==> images/cell_density.png <==
Drawn at 3 px/um. The die is cut into 8 by 11 equal tiles; black is low, pale yellow is high, 0 to 100% covered.
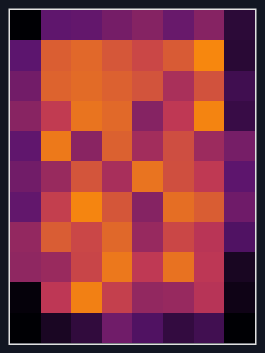
==> images/layer_met2.png <==
Drawn at 3 px/um.
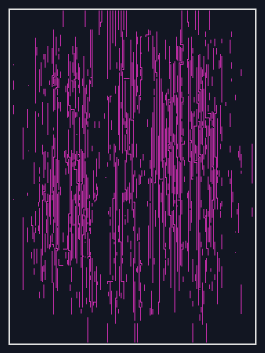
==> images/clocks.png <==
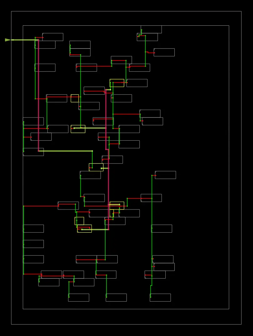
==> config.mk <==
export PLATFORM = sky130hd
export DESIGN_NAME = neurocore_lif
export DESIGN_NICKNAME = d
export VERILOG_FILES = /design/src/rtl/neurocore_lif.sv
export SDC_FILE = /design/constraint.sdc
export NUM_CORES = 1
export LEC_CHECK = 0
export CORE_ASPECT_RATIO = 1.4
export CORE_MARGIN = 4
export CORE_UTILIZATION = 45
export CTS_CLUSTER_SIZE = 30
export DETAILED_ROUTE_END_ITERATION = 10
export PLACE_DENSITY_LB_ADDON = 0.05
export SLEW_MARGIN = 0
export SYNTH_ARGS = -nofsm -noshare
export SYNTH_HDL_FRONTEND = slang
export SYNTH_SLANG_ARGS = --single-unit
==> constraint.sdc <==
create_clock -name clk -period 14.67 [get_ports clk]
set_clock_uncertainty 0.2 [all_clocks]
set_input_delay 2.934 -clock clk [delete_from_list [all_inputs] [get_ports clk]]
set_output_delay 2.934 -clock clk [all_outputs]
set_load 0.02 [all_outputs]
==> reports/writeup.txt <==
OpenROAD reports that the post-layout worst path occupies 50.6% of the period. In this design, the largest share of critical-path delay is due to AND-OR/OR-AND gates. The run gives 0.212 mW as the sequential cell power. With the number of cell instances on the worst register-to-register path at 15, the proportion of power drawn by flip-flops and latches is 24.1%. Per the log, the first TritonRoute iteration ended with a DRC count of 66.

On the critical path, the stage with the largest delay is an instance of sky130_fd_sc_hd__fa_1. In the synthesized netlist, mux cells make up 7.35% of the area. Of all nets on the critical path, the largest fanout is 12.

The longest clock path from root to sink contains 2 buffers. The run finished with clean final reports. For the number of antenna violations at the first check in global routing, the log shows 0. The run gives 0.0817 mW as the power of the clock network. TritonCTS built the clock tree. The static power due to leakage was 1.66 nW.

The count of flip-flops with a built-in enable after synthesis works out to 0. Per the final layout report, the fraction of cells sized above drive strength 1 comes to 6.32%. CTS placed an instance of sky130_fd_sc_hd__clkbuf_8 at the clock tree root. The sequential fraction of the synthesis area was 30.4%; the post-CTS resize count was 0. In the final timing run, aggregate negative setup slack is 0 ns. With the number of nets produced by synthesis at 461, the largest incremental delay on the critical path is 0.53 ns.

The main area contributors are sky130_fd_sc_hd__dfxtp_1 30%, sky130_fd_sc_hd__ha_1 7.3%, sky130_fd_sc_hd__inv_1 5.6%. In this run the cell area of the synthesized design comes to 3420 sq um. Once detail routing completed, the nets flagged for antenna violations numbered 0. Per the breakdown, switching nets consume 47.5% of all power. The total track usage is 19.0%. After synthesis, the netlist uses 63 different library cells.

Entering global routing, the biggest net connects 59 pins. Per the OpenROAD power report, switching power amounts to 0.419 mW. By area, the combinational part of the netlist is dominated by simple AND/OR/NAND/NOR gates. The layout overhead on the synthesized area was 16.0%. Summed over all instances, the cell type with the most area after synthesis is sky130_fd_sc_hd__dfxtp_1.

Iteration count of the initial detailed-routing pass: 4. On the worst setup and hold paths after CTS, the clock-pin slew comes to 0.09 ns. The critical path goes through clkdlybuf4s50_1 -> inv_1 -> fa_1 -> inv_1 -> ha_1 -> a211oi_1 -> nand2_1 -> o21ai_1 -> nor3_1 -> ha_1 -> nand2b_1 -> a2111oi_2 -> o31a_1 -> nor2_1 -> a311o_1.

Setup repair after global routing left no endpoint under its margin. With the instance count of the mapped netlist at 411, the critical path arrival is 7.42 ns. The synthesized area divided by synthesized cell count was 8.32 sq um; the maximum frequency from static timing analysis was 135 MHz. The total overflow left after global routing is 0. The number of port buffers works out to 40. The run gives 2 for the hold-critical path depth. The run gives 5.55 for the per-cell via count in the routed design.

Post-CTS timing repair inserted 0 buffers for setup. The post-synthesis simple-gate area fraction is 21.3%. Per the skew report, the later register of the worst-skew pair sees a clock latency of 0.31 ns.

During synthesis, Yosys emitted a total of 0 warnings. In this run the number of H-tree levels came out at 2. For the share of total power in combinational logic, the log shows 66.6%. According to the floorplan log, the row count is 37.

The per-cell routed wire length was 15.3 um. At the pin with the least slew margin, the transition time is 0.980 ns. With the layout net count at 492, the share of the synthesized area in the top cell type is 30.4%.

The post-detailed-placement half-perimeter wirelength came out at 6650 um. Number of synthesized register bits: 52. In this run, the synthesized area fraction spent on AND-OR/OR-AND gates is recorded as 20.3%.

In this run, the clock network consumes 9.3% of the power. Per the summary, power density relative to cell area is 222 nW/um^2. Per the synth stats, the proportion of register bits with asynchronous set or reset is 0%.

The tools report the minimum hold slack as 0.286 ns. Counting pins that exceed their max-slew limit in the final report gives 0. The die outline height was 111 um; the total design power was 0.881 mW.

For the combinational group, total power comes out at 0.587 mW. The run gives 0.768% for the area fraction in xor and xnor cells. The global-route wire length before repair was 13700 um; the shortest clock period the worst path allows after layout was 7.42 ns. In this run the full chip footprint comes out at 9080 sq um. The count of endpoints failing setup in the final report was 0; the synthesized-area fraction occupied by adder cells was 12.0%. For the final core area utilization, the log shows 53.9%. The OpenROAD report gives the critical path a required time of 14.67 ns. STA classifies the critical path startpoint as an input pin. The worst slew margin relative to its limit was 34.7%; the number of warning messages in the logs was 27.

The commonest register cell is sky130_fd_sc_hd__dfxtp_1. Internal power comes to 0.463 mW. The number of antenna diodes in the final layout is 0.

Worst hold path class: reg -> reg.
Notes on cell_density.png above:
mean over tiles = 42%
nearly empty tiles = 4.5%
emptiest ninth of the die = lower right
fullest tile = 74%
Core Area: 7360 sq um
share of the core filled by cells before placement: 46.5%

Notes on layer_met2.png above:
longest straight run = 56.8 um
nets with wire on the layer = 414
share of all routed wire = 57%
main direction = vertical
wire length on this layer = 4720 um
Routed WL: 8280 um
GRT met2 Usage: 37.4%
routed via count: 2997

Notes on clocks.png above:
flip-flops: 52
CTS Sinks: 52

## cells in the mapped netlist (5+ instances only)
cell type,number
sky130_fd_sc_hd__a211o_1,9
sky130_fd_sc_hd__nor2b_1,8
sky130_fd_sc_hd__a21o_1,6
sky130_fd_sc_hd__nand2_1,19
sky130_fd_sc_hd__dfxtp_1,52
sky130_fd_sc_hd__a211oi_1,5
sky130_fd_sc_hd__or3_1,5
sky130_fd_sc_hd__mux2i_1,15
sky130_fd_sc_hd__nor4_1,5
sky130_fd_sc_hd__mux2_2,5
sky130_fd_sc_hd__o21ai_0,15
sky130_fd_sc_hd__a21oi_1,23
sky130_fd_sc_hd__clkbuf_1,10
sky130_fd_sc_hd__nand3_1,9
sky130_fd_sc_hd__nor2_1,50
sky130_fd_sc_hd__nor3b_1,5
sky130_fd_sc_hd__nor3_1,11
sky130_fd_sc_hd__inv_1,51
sky130_fd_sc_hd__ha_1,20
sky130_fd_sc_hd__fa_1,8
## cell usage in the layout, fill, tap and decap left out, types with 3 or more instances in the layout
cell and count:
sky130_fd_sc_hd__a21oi_1 23, sky130_fd_sc_hd__or3_1 5, sky130_fd_sc_hd__nor2b_1 8, sky130_fd_sc_hd__o31ai_1 3, sky130_fd_sc_hd__o31a_1 3, sky130_fd_sc_hd__nor4_1 5
sky130_fd_sc_hd__o21a_1 4, sky130_fd_sc_hd__nor3_1 11, sky130_fd_sc_hd__nand2_1 19, sky130_fd_sc_hd__a22o_1 4, sky130_fd_sc_hd__a21o_1 6, sky130_fd_sc_hd__dfxtp_1 52
sky130_fd_sc_hd__o21ai_0 15, sky130_fd_sc_hd__a211oi_1 5, sky130_fd_sc_hd__clkbuf_8 5, sky130_fd_sc_hd__fa_1 8, sky130_fd_sc_hd__nand3_1 9, sky130_fd_sc_hd__mux2_2 5
sky130_fd_sc_hd__a31oi_1 3, sky130_fd_sc_hd__nor2_1 50, sky130_fd_sc_hd__nand3b_1 4, sky130_fd_sc_hd__ha_1 20, sky130_fd_sc_hd__inv_1 51, sky130_fd_sc_hd__nand4_1 3
sky130_fd_sc_hd__nor3b_1 4, sky130_fd_sc_hd__mux2i_1 15, sky130_fd_sc_hd__or4_4 3, sky130_fd_sc_hd__nand2b_1 4, sky130_fd_sc_hd__clkdlybuf4s50_1 39, sky130_fd_sc_hd__a211o_1 9
## per-stage QoR
| step | cells | setup WS, ns | cell area [sq um] |
|---|---|---|---|
| 2_1_floorplan | 411 | 7.93 | 3420 |
| 3_3_place_gp | 532 | 7.00 | 3880 |
| 4_1_cts | 540 | 7.25 | 3970 |
| 6_report | 540 | 7.25 | 3970 |
| 3_5_place_dp | 532 | 6.90 | 3880 |
| 5_1_grt | 540 | 6.85 | 3970 |
## layer usage
layer | vias up | global-route usage (%) | share of wire (%)
li1 | 1518 | - | -
met1 | 1424 | 19.9 | 39
met2 | 44 | 37.4 | 57
met3 | 11 | 2.36 | 2.3
met4 | 0 | 5.88 | 1.7
met5 | - | 0 | 0
## cell type report
type                    count  area (sq um)
clock buffers               6          72.6
clock inverters             2          16.3
repair buffers             41           403
flip-flops and latches     52          1040
multi-input cells         291          2120
inverters                  51           191
fillers                   726          3390
well taps                  97           121
Power is estimated from default activity; no workload was simulated.
